## config.mk

```make
export PLATFORM = sky130hd
export DESIGN_NAME = sr_bank_arbiter_flat
export DESIGN_NICKNAME = d
export VERILOG_FILES = /design/src/rtl/sr_bank_arbiter_pkg.sv /design/src/rtl/sr_bank_arbiter_if.sv /design/src/rtl/sr_bank_arbiter_rr_pick.sv /design/src/rtl/sr_bank_arbiter.sv /design/src/flat_wrapper.sv
export SDC_FILE = /design/constraint.sdc
export NUM_CORES = 1
export LEC_CHECK = 0
export ABC_AREA = 1
export CORE_MARGIN = 3
export CORE_UTILIZATION = 52
export CTS_BUF_LIST = sky130_fd_sc_hd__clkbuf_2 sky130_fd_sc_hd__clkbuf_4 sky130_fd_sc_hd__clkbuf_8
export DETAILED_ROUTE_END_ITERATION = 7
export PLACE_DENSITY_LB_ADDON = 0.15
export SLEW_MARGIN = 40
export SYNTH_ARGS = -nofsm -noshare
export SYNTH_HDL_FRONTEND = slang
export SYNTH_HIERARCHICAL = 1
export SYNTH_SLANG_ARGS = --single-unit
```

## constraint.sdc

```tcl
create_clock -name clk -period 4.1 [get_ports clk]
set_input_delay 0.41 -clock clk [delete_from_list [all_inputs] [get_ports clk]]
set_output_delay 0.41 -clock clk [all_outputs]
set_load 0.02 [all_outputs]
```

## src/rtl/sr_bank_arbiter_pkg.sv

```systemverilog
`default_nettype none
// ============================================================================
// Module   : sr_bank_arbiter_pkg
// Brief    : Shared types, defaults and SR command encoding for the arbiter.
// Revision : 1.0 - initial release
// ============================================================================
package sr_bank_arbiter_pkg;

    typedef enum logic [0:0] {
        IDLE  = 1'b0,
        APPLY = 1'b1
    } state_t;

    localparam int C_N_REQ_DEFAULT = 4;
    localparam int C_WIDTH_DEFAULT = 8;

    // {s,r} command encoding for a single bank bit
    localparam logic [1:0] CMD_HOLD     = 2'b00;
    localparam logic [1:0] CMD_CLR      = 2'b01;
    localparam logic [1:0] CMD_SET      = 2'b10;
    localparam logic [1:0] CMD_CONFLICT = 2'b11;

    function automatic logic sr_bit(input logic [1:0] cmd, input logic cur);
        logic nxt;
        case (cmd)
            CMD_SET:  nxt = 1'b1;
            CMD_CLR:  nxt = 1'b0;
            CMD_HOLD,
            CMD_CONFLICT: nxt = cur;
            default:  nxt = cur;
        endcase
        return nxt;
    endfunction

endpackage
`default_nettype wire

```

## src/rtl/sr_bank_arbiter_if.sv

```systemverilog
`default_nettype none
// ============================================================================
// Module   : sr_bank_arbiter_if
// Brief    : Request/mask/grant bundle between requesters and the SR bank.
// Revision : 1.0 - initial release
// ============================================================================
interface sr_bank_arbiter_if
    import sr_bank_arbiter_pkg::*;
#(
    parameter int N_REQ = C_N_REQ_DEFAULT,
    parameter int WIDTH = C_WIDTH_DEFAULT
);
    logic [N_REQ-1:0]       req;
    logic [N_REQ*WIDTH-1:0] set_mask;
    logic [N_REQ*WIDTH-1:0] clr_mask;
    logic [N_REQ-1:0]       gnt;
    logic                   done;
    logic                   err;
    logic                   busy;
    logic [WIDTH-1:0]       q;

    modport master (
        output req, set_mask, clr_mask,
        input  gnt, done, err, busy, q
    );

    modport slave (
        input  req, set_mask, clr_mask,
        output gnt, done, err, busy, q
    );
endinterface
`default_nettype wire

```

## src/rtl/sr_bank_arbiter_rr_pick.sv

```systemverilog
`default_nettype none
// ============================================================================
// Module   : rr_pick
// Brief    : Combinational round-robin winner select starting at ptr.
// Revision : 1.0 - initial release
// ============================================================================
module rr_pick
    import sr_bank_arbiter_pkg::*;
#(
    parameter int N_REQ = C_N_REQ_DEFAULT,
    parameter int PTR_W = 2
) (
    input  wire logic [N_REQ-1:0] req,
    input  wire logic [PTR_W-1:0] ptr,
    output logic      [N_REQ-1:0] winner,
    output logic      [PTR_W-1:0] idx,
    output logic                  valid
);

    logic w_found;

    assign valid = |req;

    // Walk upward from ptr with wrap; the first requester seen wins.
    always_comb begin
        winner  = '0;
        idx     = '0;
        w_found = 1'b0;
        for (int k = 0; k < N_REQ; k++) begin
            int               j;
            logic [PTR_W-1:0] j_idx;
            j = int'(ptr) + k;
            if (j >= N_REQ) j = j - N_REQ;
            j_idx = PTR_W'(j);
            if (!w_found && req[j_idx]) begin
                w_found       = 1'b1;
                winner[j_idx] = 1'b1;
                idx           = j_idx;
            end
        end
    end

endmodule
`default_nettype wire

```

## src/rtl/sr_bank_arbiter.sv

```systemverilog
`default_nettype none
// ============================================================================
// Module   : sr_bank_arbiter
// Brief    : Round-robin arbiter granting one requester at a time a SR bank update.
// Revision : 1.0 - initial release
// ============================================================================
module sr_bank_arbiter
    import sr_bank_arbiter_pkg::*;
#(
    parameter int N_REQ = C_N_REQ_DEFAULT,
    parameter int WIDTH = C_WIDTH_DEFAULT
) (
    input  wire logic         clk,
    input  wire logic         rst,
    sr_bank_arbiter_if.slave  bus
);

    localparam int PTR_W = (N_REQ > 1) ? $clog2(N_REQ) : 1;

    state_t             r_state, w_state_nxt;
    logic [N_REQ-1:0]   r_gnt,   w_gnt_nxt;
    logic [WIDTH-1:0]   r_set,   w_set_nxt;
    logic [WIDTH-1:0]   r_clr,   w_clr_nxt;
    logic [PTR_W-1:0]   r_idx,   w_idx_nxt;
    logic [PTR_W-1:0]   r_ptr,   w_ptr_nxt;
    logic [WIDTH-1:0]   r_q,     w_q_nxt;
    logic               r_done,  w_done_nxt;
    logic               r_err,   w_err_nxt;

    logic [N_REQ-1:0]   w_win;
    logic [PTR_W-1:0]   w_pick_idx;
    logic               w_any;

    rr_pick #(
        .N_REQ (N_REQ),
        .PTR_W (PTR_W)
    ) u_rr_pick (
        .req    (bus.req),
        .ptr    (r_ptr),
        .winner (w_win),
        .idx    (w_pick_idx),
        .valid  (w_any)
    );

    always_ff @(posedge clk) begin
        if (!rst) begin
            r_state <= IDLE;
            r_gnt   <= '0;
            r_set   <= '0;
            r_clr   <= '0;
            r_idx   <= '0;
            r_ptr   <= '0;
            r_q     <= '0;
            r_done  <= 1'b0;
            r_err   <= 1'b0;
        end else begin
            r_state <= w_state_nxt;
            r_gnt   <= w_gnt_nxt;
            r_set   <= w_set_nxt;
            r_clr   <= w_clr_nxt;
            r_idx   <= w_idx_nxt;
            r_ptr   <= w_ptr_nxt;
            r_q     <= w_q_nxt;
            r_done  <= w_done_nxt;
            r_err   <= w_err_nxt;
        end
    end

    always_comb begin
        w_state_nxt = r_state;
        w_gnt_nxt   = r_gnt;
        w_set_nxt   = r_set;
        w_clr_nxt   = r_clr;
        w_idx_nxt   = r_idx;
        w_ptr_nxt   = r_ptr;
        w_q_nxt     = r_q;
        w_done_nxt  = 1'b0;
        w_err_nxt   = 1'b0;

        case (r_state)
            IDLE: begin
                w_gnt_nxt = '0;
                if (w_any) begin
                    w_gnt_nxt   = w_win;
                    w_idx_nxt   = w_pick_idx;
                    w_state_nxt = APPLY;
                    for (int i = 0; i < N_REQ; i++) begin
                        if (w_pick_idx == PTR_W'(i)) begin
                            w_set_nxt = bus.set_mask[i*WIDTH +: WIDTH];
                            w_clr_nxt = bus.clr_mask[i*WIDTH +: WIDTH];
                        end
                    end
                end
            end
            APPLY: begin
                // Only the masks latched at grant time reach the bank.
                for (int b = 0; b < WIDTH; b++) begin
                    w_q_nxt[b] = sr_bit({r_set[b], r_clr[b]}, r_q[b]);
                end
                w_done_nxt  = 1'b1;
                w_err_nxt   = |(r_set & r_clr);
                w_ptr_nxt   = (r_idx == PTR_W'(N_REQ - 1)) ? '0 : r_idx + 1'b1;
                w_gnt_nxt   = '0;
                w_state_nxt = IDLE;
            end
            default: begin
                w_state_nxt = IDLE;
                w_gnt_nxt   = '0;
            end
        endcase
    end

    // done/err are registered with q so they accompany the committed value.
    assign bus.gnt  = r_gnt;
    assign bus.done = r_done;
    assign bus.err  = r_err;
    assign bus.busy = (r_state == APPLY);
    assign bus.q    = r_q;

endmodule
`default_nettype wire

```

## src/flat_wrapper.sv

```systemverilog
// flat-port wrapper written by rule: the top's interface ports become plain ports
module sr_bank_arbiter_flat import sr_bank_arbiter_pkg::*;
#(
    parameter int N_REQ = C_N_REQ_DEFAULT,
    parameter int WIDTH = C_WIDTH_DEFAULT
)
  (clk, rst, bus_req, bus_set_mask, bus_clr_mask, bus_gnt, bus_done, bus_err, bus_busy, bus_q);
  sr_bank_arbiter_if #(.N_REQ(N_REQ), .WIDTH(WIDTH)) bus_i ();
  input  wire logic clk;
  input  wire logic rst;
  input wire logic [$bits(bus_i.req)-1:0] bus_req;
  input wire logic [$bits(bus_i.set_mask)-1:0] bus_set_mask;
  input wire logic [$bits(bus_i.clr_mask)-1:0] bus_clr_mask;
  output wire logic [$bits(bus_i.gnt)-1:0] bus_gnt;
  output wire logic [$bits(bus_i.done)-1:0] bus_done;
  output wire logic [$bits(bus_i.err)-1:0] bus_err;
  output wire logic [$bits(bus_i.busy)-1:0] bus_busy;
  output wire logic [$bits(bus_i.q)-1:0] bus_q;
  assign bus_i.req = bus_req;
  assign bus_i.set_mask = bus_set_mask;
  assign bus_i.clr_mask = bus_clr_mask;
  assign bus_gnt = bus_i.gnt;
  assign bus_done = bus_i.done;
  assign bus_err = bus_i.err;
  assign bus_busy = bus_i.busy;
  assign bus_q = bus_i.q;
  sr_bank_arbiter #(.N_REQ(N_REQ), .WIDTH(WIDTH)) u_core (.clk(clk), .rst(rst), .bus(bus_i));
endmodule
```

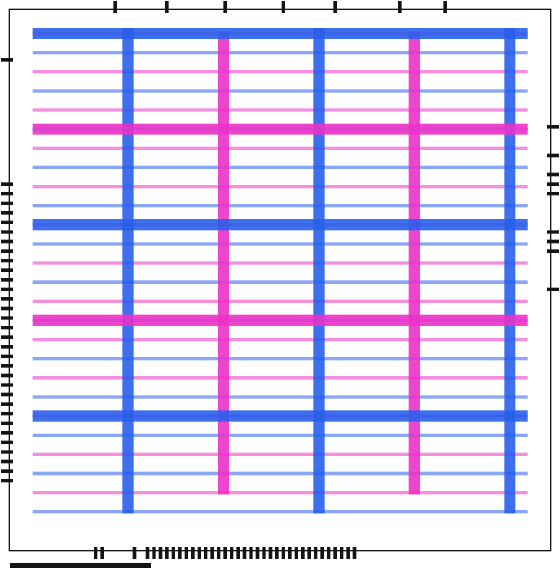
Run 1: supply network
The bar under the picture is 20 um long. Pins as bars on the die edge.
[VSS] blue
[VDD] magenta
rows: 25
met1 rails: 26
signal pins: 85
met4 straps: 5

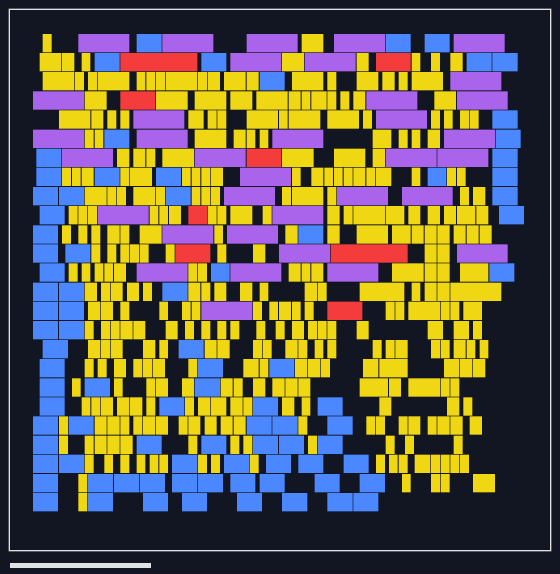
Run 1: cells colored by class
The bar under the picture is 20 um long.
[registers] purple | cells: 35 | share of their area: 20%
[clock drivers and dummy loads] red | cells: 8 | share of their area: 3.9%
[remaining logic cells] yellow | cells: 346 | share of their area: 51%
[remaining buffers and delay cells] blue | cells: 86 | share of their area: 25%

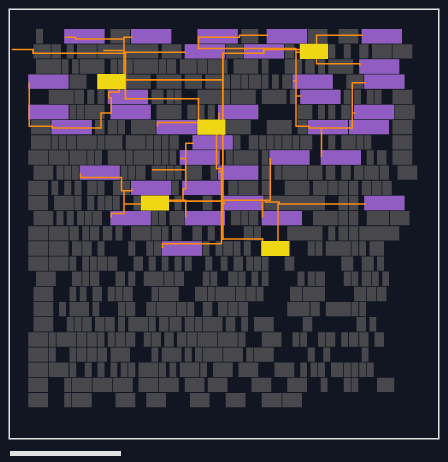
Run 1: clock wires, drivers and flops
The bar under the picture is 20 um long.
[clock-net drivers] yellow | count: 5
[flip-flops] purple | count: 35
[clock wires] orange | length: 461 um
routed clock nets: 6

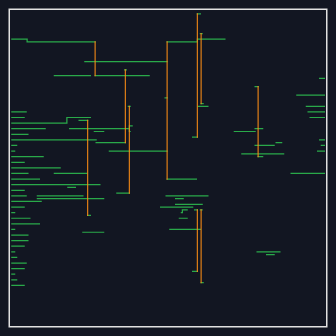
Run 1: metal layers overlaid
Only two layers are drawn.
[M4] orange | wire length: 200 um
[M3] green | wire length: 449 um

==> impl_metrics.py, run 1 <==
# Generated from Yosys and OpenROAD reports
metrics = {
    "place": {
        "placed_cells": 534,
        "portBuffers": 84,
        "place_ws_ps": 790.3,
        "dpl.hpwl_um": 5716,
        "routabilityCongestion": 0.9144,
        "place_area_sq_um": 3428,
    },
    "worst_hold_path": {
        "hold_path.class": "reg -> reg",
        "min-delay-start": "u_core/r_idx[1]",
        "whs_endpoint": "u_core/r_idx[1]",
        "hold_depth": 2,
    },
    "synthesis": {
        "yosys_area_sq_um": 2605,
        "top_area_cell": "dfxtp_1",
        "synth_cell_types": 26,
        "common_cells": "82 x nand2_1, 60 x inv_1, 57 x nand3_1, 43 x nor2_1, 35 x dfxtp_1",
        "ys_sh_aoi_pct": 14.84,
        "synthTopLogicFamily": "simple AND/OR/NAND/NOR gates",
        "yosysWarnings": 6,
        "ys.flop_type": "dfxtp_1",
        "synthArstFlopShare_pct": 0,
        "yosys-top-cells-area": "dfxtp_1 27%, nand2_1 12%, nand3_1 11%, ha_1 11%, inv_1 8.6%",
        "mux_area_share_pct": 0,
        "adder_share_pct": 10.57,
        "postSynthSeqShare_pct": 26.90,
        "yosysMostFrequentCell": "nand2_1",
        "fp_nets": 490,
        "edf_count": 0,
        "synthesis.area_sq_um": 2605,
        "synthSimpleGateAreaFrac_pct": 33.86,
        "yosys_cells": 398,
        "synth-xor-area-share_pct": 0,
        "syn-instance-count": 398,
        "ys.flops": 35,
    },
    "cts": {
        "cts_root_buf": "clkbuf_8",
        "cts_max_level": 2,
        "cts_setup_buffers": 0,
        "clock_latency_ps": 300,
        "cts_tree": "done",
        "cts_max_path_buffers": 2,
        "clk_transition_reported_paths_ps": 80,
        "cts.sinks": 35,
        "holdBufCountCts": 0,
        "numCtsBuffers": 5,
        "cts-resized-gates": 0,
    },
    "pwr": {
        "power_density_nw_per_um2": 455.0,
        "power_sequential_mw": 0.469,
        "totalPowerFinal_mw": 1.622,
        "p_clk_share_pct": 23.3,
        "comb_power_share_pct": 47.7,
        "p_switching_mw": 0.6693,
        "pg_clk_mw": 0.379,
        "switching_share_pct": 41.26,
        "p_leak_nw": 1.707,
        "vdd_ir_drop_max_uv": 340.5,
        "p_int_mw": 0.9528,
        "p_comb_mw": 0.774,
    },
    "route": {
        "drt_pass1_iterations": 5,
        "routed_wl_um": 7502,
        "topRoutingLayerUsed": "met4",
        "dr_wl_met2_um": 4108,
        "route.detailed.drc": 0,
        "m1WireLength_um": 2744,
        "vias": 2862,
        "ant_nets": 0,
        "route.met3.wl_um": 449,
        "routedWlPerCell_um": 13.84,
    },
    "floorplan": {
        "ioPinCount": 85,
        "rows": 25,
        "dieHeight_um": 76.78,
        "n_tap_cell": 67,
        "chip_area_sq_um": 5895,
        "fp_util_pct": 54.43,
        "die_w_um": 76.78,
        "fp.coreArea_sq_um": 4786,
    },
    "critical_path": {
        "worst_r2r_endpoint": "u_core/r_clr[0]",
        "path_depth": 15,
        "endpoint": "u_core/r_clr[0]",
        "rr_worst_depth": 15,
        "r2r_setup_slack_ps": 720,
        "cp_max_fo": 20,
        "critPathKind": "reg -> reg",
        "worstPathCellList": "inv_1 > ha_1 > inv_1 > nand3_1 > nand2_2 > nor2_8 > nand3_1 > nand3_1 > inv_1 > nand2_2 > nand2_1 > nand3_1 > nand2_1 > nand2_1 > a21oi_2",
        "cp_slowest_stage_delay_ps": 490,
        "worst-path-buf-inv": 3,
        "crit_top_cell": "nand3_1",
        "endpoint_kind": "flip-flop",
        "crit_family": "simple AND/OR/NAND/NOR gates",
        "slowest_stage": "dfxtp_1",
        "cp.arrival_ps": 3600,
    },
    "final_timing": {
        "relSlewSlack_pct": 51.11,
        "setup_violations": 0,
        "slew_viol_final": 0,
        "setup_ws_ps": 719.9,
        "finalCritPeriodShare_pct": 82.44,
        "skew_ps": 8.516,
        "fin_tns_setup_ps": 0,
        "hold_ws_ps": 466.3,
        "worst_pin_slew_ps": 732.4,
        "final_hold_viol_count": 0,
        "rsz0062_at_grt": "false",
    },
    "global_routing": {
        "grt_pass1_vias": 2803,
        "use_met3_pct": 6.221,
        "grt_use_met1_pct": 26.47,
        "grt_usage_pct": 26.03,
        "antenna_found_initial": 0,
        "grt_pass1_wl_um": 12460,
        "gr-total-overflow": 0,
        "use_met2_pct": 50.52,
        "busiest_layer": "met2",
        "grt_start_max_net_pins": 37,
    },
    "final_layout": {
        "area_growth_pct": 36.84,
        "register_area_sq_um": 700.7,
        "drive_gt1_share_pct": 6.316,
        "clkbuf_count": 5,
        "logic_area_sq_um": 1546,
        "fin_nets": 566,
        "comb_cells": 283,
        "comb_share_pct": 43.38,
        "seq_share_pct": 19.66,
        "flop-count": 35,
        "lay_top_count": "clkdlybuf4s50_1",
        "inv_count": 63,
        "stdcell_count": 542,
        "insertedDiodeCount": 0,
        "fillers": 398,
        "final_util_pct": 74.48,
        "biggestCellCategory": "logic gates",
        "final_cell_mix": "84 x clkdlybuf4s50_1, 82 x nand2_1, 60 x inv_1, 57 x nand3_1, 42 x nor2_1",
        "n_all_buffers": 86,
        "final_area_sq_um": 3565,
    },
    "run": {
        "warnings": 39,
        "cap_viol_max_count": 0,
    },
    "status": {
        "run_status": "finished clean",
    },
}
==> run 1 -> run 2 <==
--- a/config.mk
+++ b/config.mk
@@ -7,7 +7,7 @@
 export LEC_CHECK = 0
 export ABC_AREA = 1
 export CORE_MARGIN = 3
-export CORE_UTILIZATION = 52
+export CORE_UTILIZATION = 48
 export CTS_BUF_LIST = sky130_fd_sc_hd__clkbuf_2 sky130_fd_sc_hd__clkbuf_4 sky130_fd_sc_hd__clkbuf_8
 export DETAILED_ROUTE_END_ITERATION = 7
 export PLACE_DENSITY_LB_ADDON = 0.15
==> constraint.sdc (replaced) <==
create_clock -name clk -period 3.55 [get_ports clk]
set_input_delay 0.355 -clock clk [delete_from_list [all_inputs] [get_ports clk]]
set_output_delay 0.355 -clock clk [all_outputs]
set_load 0.02 [all_outputs]
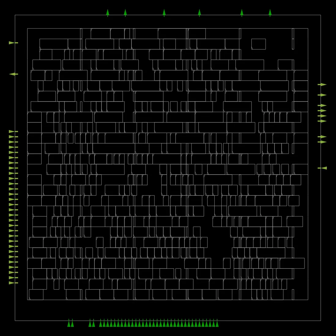
Run 2: cell placement
final core utilization: 68.92%
Std-Cell Rows: 26
sequential cell count: 35
fillers: 454

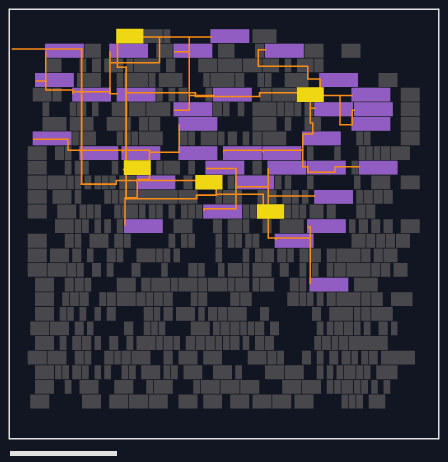
Run 2: clock wires, drivers and flops
The bar under the picture is 20 um long.
[clock wires] orange | length: 448 um
[flip-flops] purple | count: 35
[clock-net drivers] yellow | count: 5
routed clock nets: 6

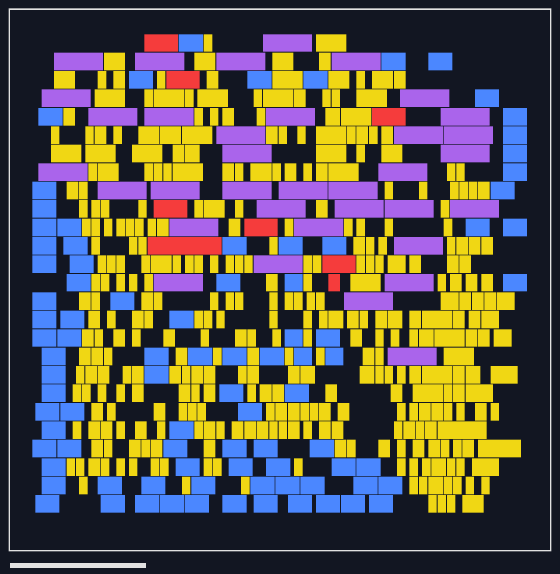
Run 2: cells colored by class
The bar under the picture is 20 um long.
[remaining logic cells] yellow | cells: 346 | share of their area: 51%
[clock drivers and dummy loads] red | cells: 8 | share of their area: 3.4%
[registers] purple | cells: 35 | share of their area: 20%
[remaining buffers and delay cells] blue | cells: 88 | share of their area: 25%

==> run 2 against run 1 <==
Non-clock buffer count up 2. Synthesized cell count unchanged. Hold slack worse by 6.9 ps. Cell area unchanged. Via count down 0.59%. Clock-buffer cell count up 1. Register-to-register slack worse by 30 ps. Die size up 7.7%. Critical path type unchanged.
==> impl_metrics.py, run 2 <==
# Generated from Yosys and OpenROAD reports
metrics = {
    "synthesis": {
        "yosys_cells": 398,
        "postSynthSeqShare_pct": 26.90,
        "yosysWarnings": 6,
        "ys.flop_type": "dfxtp_1",
        "fp_nets": 490,
        "synthTopLogicFamily": "simple AND/OR/NAND/NOR gates",
        "adder_share_pct": 10.57,
        "edf_count": 0,
        "ys.flops": 35,
        "synthesis.area_sq_um": 2605,
        "yosys_area_sq_um": 2605,
        "synthArstFlopShare_pct": 0,
        "synthSimpleGateAreaFrac_pct": 33.86,
        "synth_cell_types": 26,
        "yosysMostFrequentCell": "nand2_1",
        "syn-instance-count": 398,
        "mux_area_share_pct": 0,
    },
    "cts": {
        "cts_tree": "done",
        "holdBufCountCts": 0,
        "cts.sinks": 35,
        "cts_root_buf": "clkbuf_8",
        "cts_max_level": 2,
        "numCtsBuffers": 5,
        "cts_setup_buffers": 0,
        "cts-resized-gates": 0,
        "clock_latency_ps": 290,
        "clk_transition_reported_paths_ps": 70,
    },
    "global_routing": {
        "grt_pass1_wl_um": 12120,
        "gr-total-overflow": 0,
        "grt_usage_pct": 24.03,
        "busiest_layer": "met2",
        "grt_use_met1_pct": 25.99,
        "grt_pass1_vias": 2828,
        "antenna_found_initial": 0,
        "grt_start_max_net_pins": 37,
        "use_met3_pct": 6.208,
    },
    "final_layout": {
        "clkbuf_count": 6,
        "fin_nets": 568,
        "drive_gt1_share_pct": 6.709,
        "biggestCellCategory": "logic gates",
        "final_cell_mix": "84 x clkdlybuf4s50_1, 82 x nand2_1, 60 x inv_1, 57 x nand3_1, 42 x nor2_1",
        "final_area_sq_um": 3565,
        "n_all_buffers": 88,
        "inv_count": 63,
        "register_area_sq_um": 700.7,
        "stdcell_count": 547,
        "area_growth_pct": 36.84,
        "comb_share_pct": 43.38,
        "logic_area_sq_um": 1546,
        "insertedDiodeCount": 0,
    },
    "route": {
        "routedWlPerCell_um": 12.81,
        "topRoutingLayerUsed": "met4",
        "routed_wl_um": 7009,
        "ant_nets": 0,
        "route.met3.wl_um": 452,
        "route.detailed.drc": 0,
        "vias": 2845,
        "m1WireLength_um": 2761,
    },
    "pwr": {
        "power_sequential_mw": 0.543,
        "p_int_mw": 1.062,
        "power_density_nw_per_um2": 507.6,
        "vdd_ir_drop_max_uv": 280.9,
        "p_clk_share_pct": 20.5,
        "totalPowerFinal_mw": 1.810,
        "p_leak_nw": 1.713,
    },
    "place": {
        "place_ws_ps": 730.5,
        "portBuffers": 84,
        "place_area_sq_um": 3447,
        "dpl.hpwl_um": 5465,
        "routabilityCongestion": 0.8366,
        "placed_cells": 539,
    },
    "critical_path": {
        "rr_worst_depth": 14,
        "critPathKind": "reg -> reg",
        "cp.arrival_ps": 3020,
        "endpoint": "u_core/r_clr[2]",
        "cp_max_fo": 16,
        "crit_family": "simple AND/OR/NAND/NOR gates",
        "slowest_stage": "dfxtp_1",
        "worst-path-buf-inv": 2,
        "cp_slowest_stage_delay_ps": 630,
        "r2r_setup_slack_ps": 690,
    },
    "worst_hold_path": {
        "whs_endpoint": "u_core/r_idx[1]",
        "min-delay-start": "u_core/r_idx[1]",
        "hold_path.class": "reg -> reg",
        "hold_depth": 2,
    },
    "status": {
        "run_status": "finished clean",
    },
    "run": {
        "warnings": 38,
        "cap_viol_max_count": 0,
    },
    "final_timing": {
        "relSlewSlack_pct": 54.38,
        "finalCritPeriodShare_pct": 80.63,
        "skew_ps": 6.599,
        "slew_viol_final": 0,
        "rsz0062_at_grt": "false",
        "final_hold_viol_count": 0,
        "worst_pin_slew_ps": 683.3,
        "fin_tns_setup_ps": 0,
        "hold_ws_ps": 459.4,
        "setup_ws_ps": 687.7,
    },
    "floorplan": {
        "ioPinCount": 85,
        "dieHeight_um": 79.67,
        "die_w_um": 79.67,
        "chip_area_sq_um": 6347,
        "fp_util_pct": 50.36,
    },
}
==> run 2 -> run 3 <==
==> constraint.sdc (replaced) <==
create_clock -name clk -period 2.7 [get_ports clk]
set_input_delay 0.27 -clock clk [delete_from_list [all_inputs] [get_ports clk]]
set_output_delay 0.27 -clock clk [all_outputs]
set_load 0.02 [all_outputs]
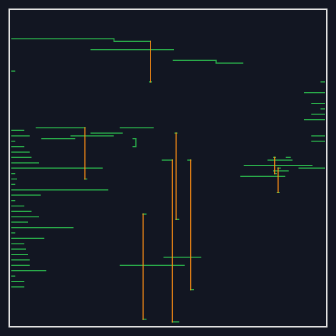
Run 3: metal layers overlaid
Only two layers are drawn.
[M3] green | wire length: 391 um
[M4] orange | wire length: 155 um

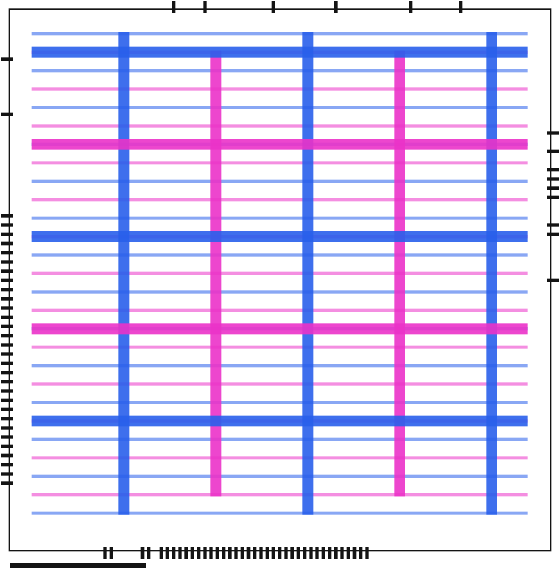
Run 3: supply network
The bar under the picture is 20 um long. Pins as bars on the die edge.
[VSS] blue
[VDD] magenta
met1 rails: 27
met4 straps: 5
signal pins: 85
rows: 26

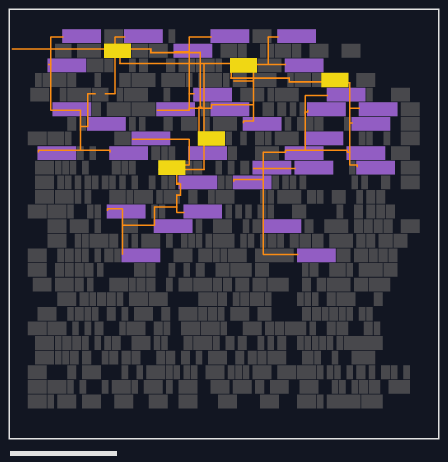
Run 3: clock wires, drivers and flops
The bar under the picture is 20 um long.
[flip-flops] purple | count: 35
[clock-net drivers] yellow | count: 5
[clock wires] orange | length: 415 um
routed clock nets: 6

==> run 3 against run 2 <==
Via count down 0.88%. Sequential share of layout area is 0.45 points lower. Synthesized cell count did not move. Critical path type unchanged. Critical endpoint is now u_core/r_clr[3].
==> impl_metrics.py, run 3 <==
# Generated from Yosys and OpenROAD reports
metrics = {
    "status": {
        "run_status": "finished clean",
    },
    "floorplan": {
        "n_tap_cell": 70,
        "die_w_um": 79.67,
        "rows": 26,
        "fp.coreArea_sq_um": 5172,
        "ioPinCount": 85,
    },
    "place": {
        "placed_cells": 543,
        "routabilityCongestion": 0.9945,
        "portBuffers": 84,
        "place_area_sq_um": 3490,
        "dpl.hpwl_um": 5402,
    },
    "synthesis": {
        "fp_nets": 490,
        "yosys_area_sq_um": 2605,
        "synthTopLogicFamily": "simple AND/OR/NAND/NOR gates",
        "top_area_cell": "dfxtp_1",
        "common_cells": "82 x nand2_1, 60 x inv_1, 57 x nand3_1, 43 x nor2_1, 35 x dfxtp_1",
        "ys.flops": 35,
        "ys_sh_aoi_pct": 14.84,
        "yosysWarnings": 6,
        "synth-xor-area-share_pct": 0,
        "yosys-top-cells-area": "dfxtp_1 27%, nand2_1 12%, nand3_1 11%, ha_1 11%, inv_1 8.6%",
        "adder_share_pct": 10.57,
        "synthesis.area_sq_um": 2605,
        "ys.flop_type": "dfxtp_1",
        "edf_count": 0,
        "mux_area_share_pct": 0,
        "yosysMostFrequentCell": "nand2_1",
        "synthSimpleGateAreaFrac_pct": 33.86,
        "synth_cell_types": 26,
        "yosys_cells": 398,
    },
    "final_timing": {
        "worst_pin_slew_ps": 620.2,
        "finalCritPeriodShare_pct": 90.21,
        "setup_violations": 0,
        "relSlewSlack_pct": 58.60,
        "setup_ws_ps": 264.2,
        "fin_tns_setup_ps": 0,
        "slew_viol_final": 0,
        "hold_ws_ps": 462.4,
    },
    "final_layout": {
        "drive_gt1_share_pct": 9.053,
        "final_area_sq_um": 3647,
        "fin_nets": 577,
        "n_all_buffers": 96,
        "register_area_sq_um": 700.7,
        "lay_top_count": "clkdlybuf4s50_1",
        "comb_share_pct": 43.33,
        "clkbuf_count": 5,
        "fillers": 456,
        "comb_cells": 284,
        "final_cell_mix": "84 x clkdlybuf4s50_1, 81 x nand2_1, 59 x inv_1, 56 x nand3_1, 42 x nor2_1",
        "logic_area_sq_um": 1580,
    },
    "cts": {
        "cts_tree": "done",
        "cts_max_path_buffers": 2,
        "holdBufCountCts": 0,
        "clock_latency_ps": 290,
        "clk_transition_reported_paths_ps": 80,
        "cts_max_level": 2,
        "cts_setup_buffers": 0,
        "cts_root_buf": "clkbuf_8",
        "numCtsBuffers": 5,
    },
    "critical_path": {
        "worstPathCellList": "inv_6 > ha_1 > inv_1 > nand3_1 > nand2_2 > o21ai_1 > nor2_1 > nor2_4 > buf_4 > buf_4 > buf_4 > o21ai_0 > nand2_1 > nand2_1 > a21oi_1",
        "r2r_setup_slack_ps": 260,
        "endpoint": "u_core/r_clr[3]",
        "crit_top_cell": "buf_4",
        "critPathKind": "reg -> reg",
        "cp_slowest_stage_delay_ps": 400,
        "endpoint_kind": "flip-flop",
        "cp.arrival_ps": 2590,
        "worst-path-buf-inv": 5,
        "crit_family": "simple AND/OR/NAND/NOR gates",
    },
    "route": {
        "route.detailed.drc": 0,
        "ant_nets": 0,
        "route.met3.wl_um": 390,
        "m1WireLength_um": 2638,
        "dr_wl_met2_um": 3594,
        "vias": 2820,
    },
    "pwr": {
        "pg_clk_mw": 0.383,
        "p_switching_mw": 1.017,
        "switching_share_pct": 43.01,
        "vdd_ir_drop_max_uv": 451.1,
        "p_leak_nw": 1.764,
        "p_comb_mw": 1.28,
        "power_density_nw_per_um2": 648.6,
        "p_int_mw": 1.348,
        "power_sequential_mw": 0.704,
    },
    "global_routing": {
        "antenna_found_initial": 0,
        "grt_start_max_net_pins": 37,
        "busiest_layer": "met2",
        "use_met3_pct": 6.321,
        "grt_usage_pct": 22.24,
        "gr-total-overflow": 0,
        "use_met2_pct": 42.74,
        "grt_pass1_wl_um": 11410,
        "grt_pass1_vias": 2706,
    },
    "run": {
        "cap_viol_max_count": 0,
        "warnings": 38,
    },
    "worst_hold_path": {
        "hold_depth": 2,
    },
}
Power figures rest on the tool's default switching activity, not on a simulated workload.
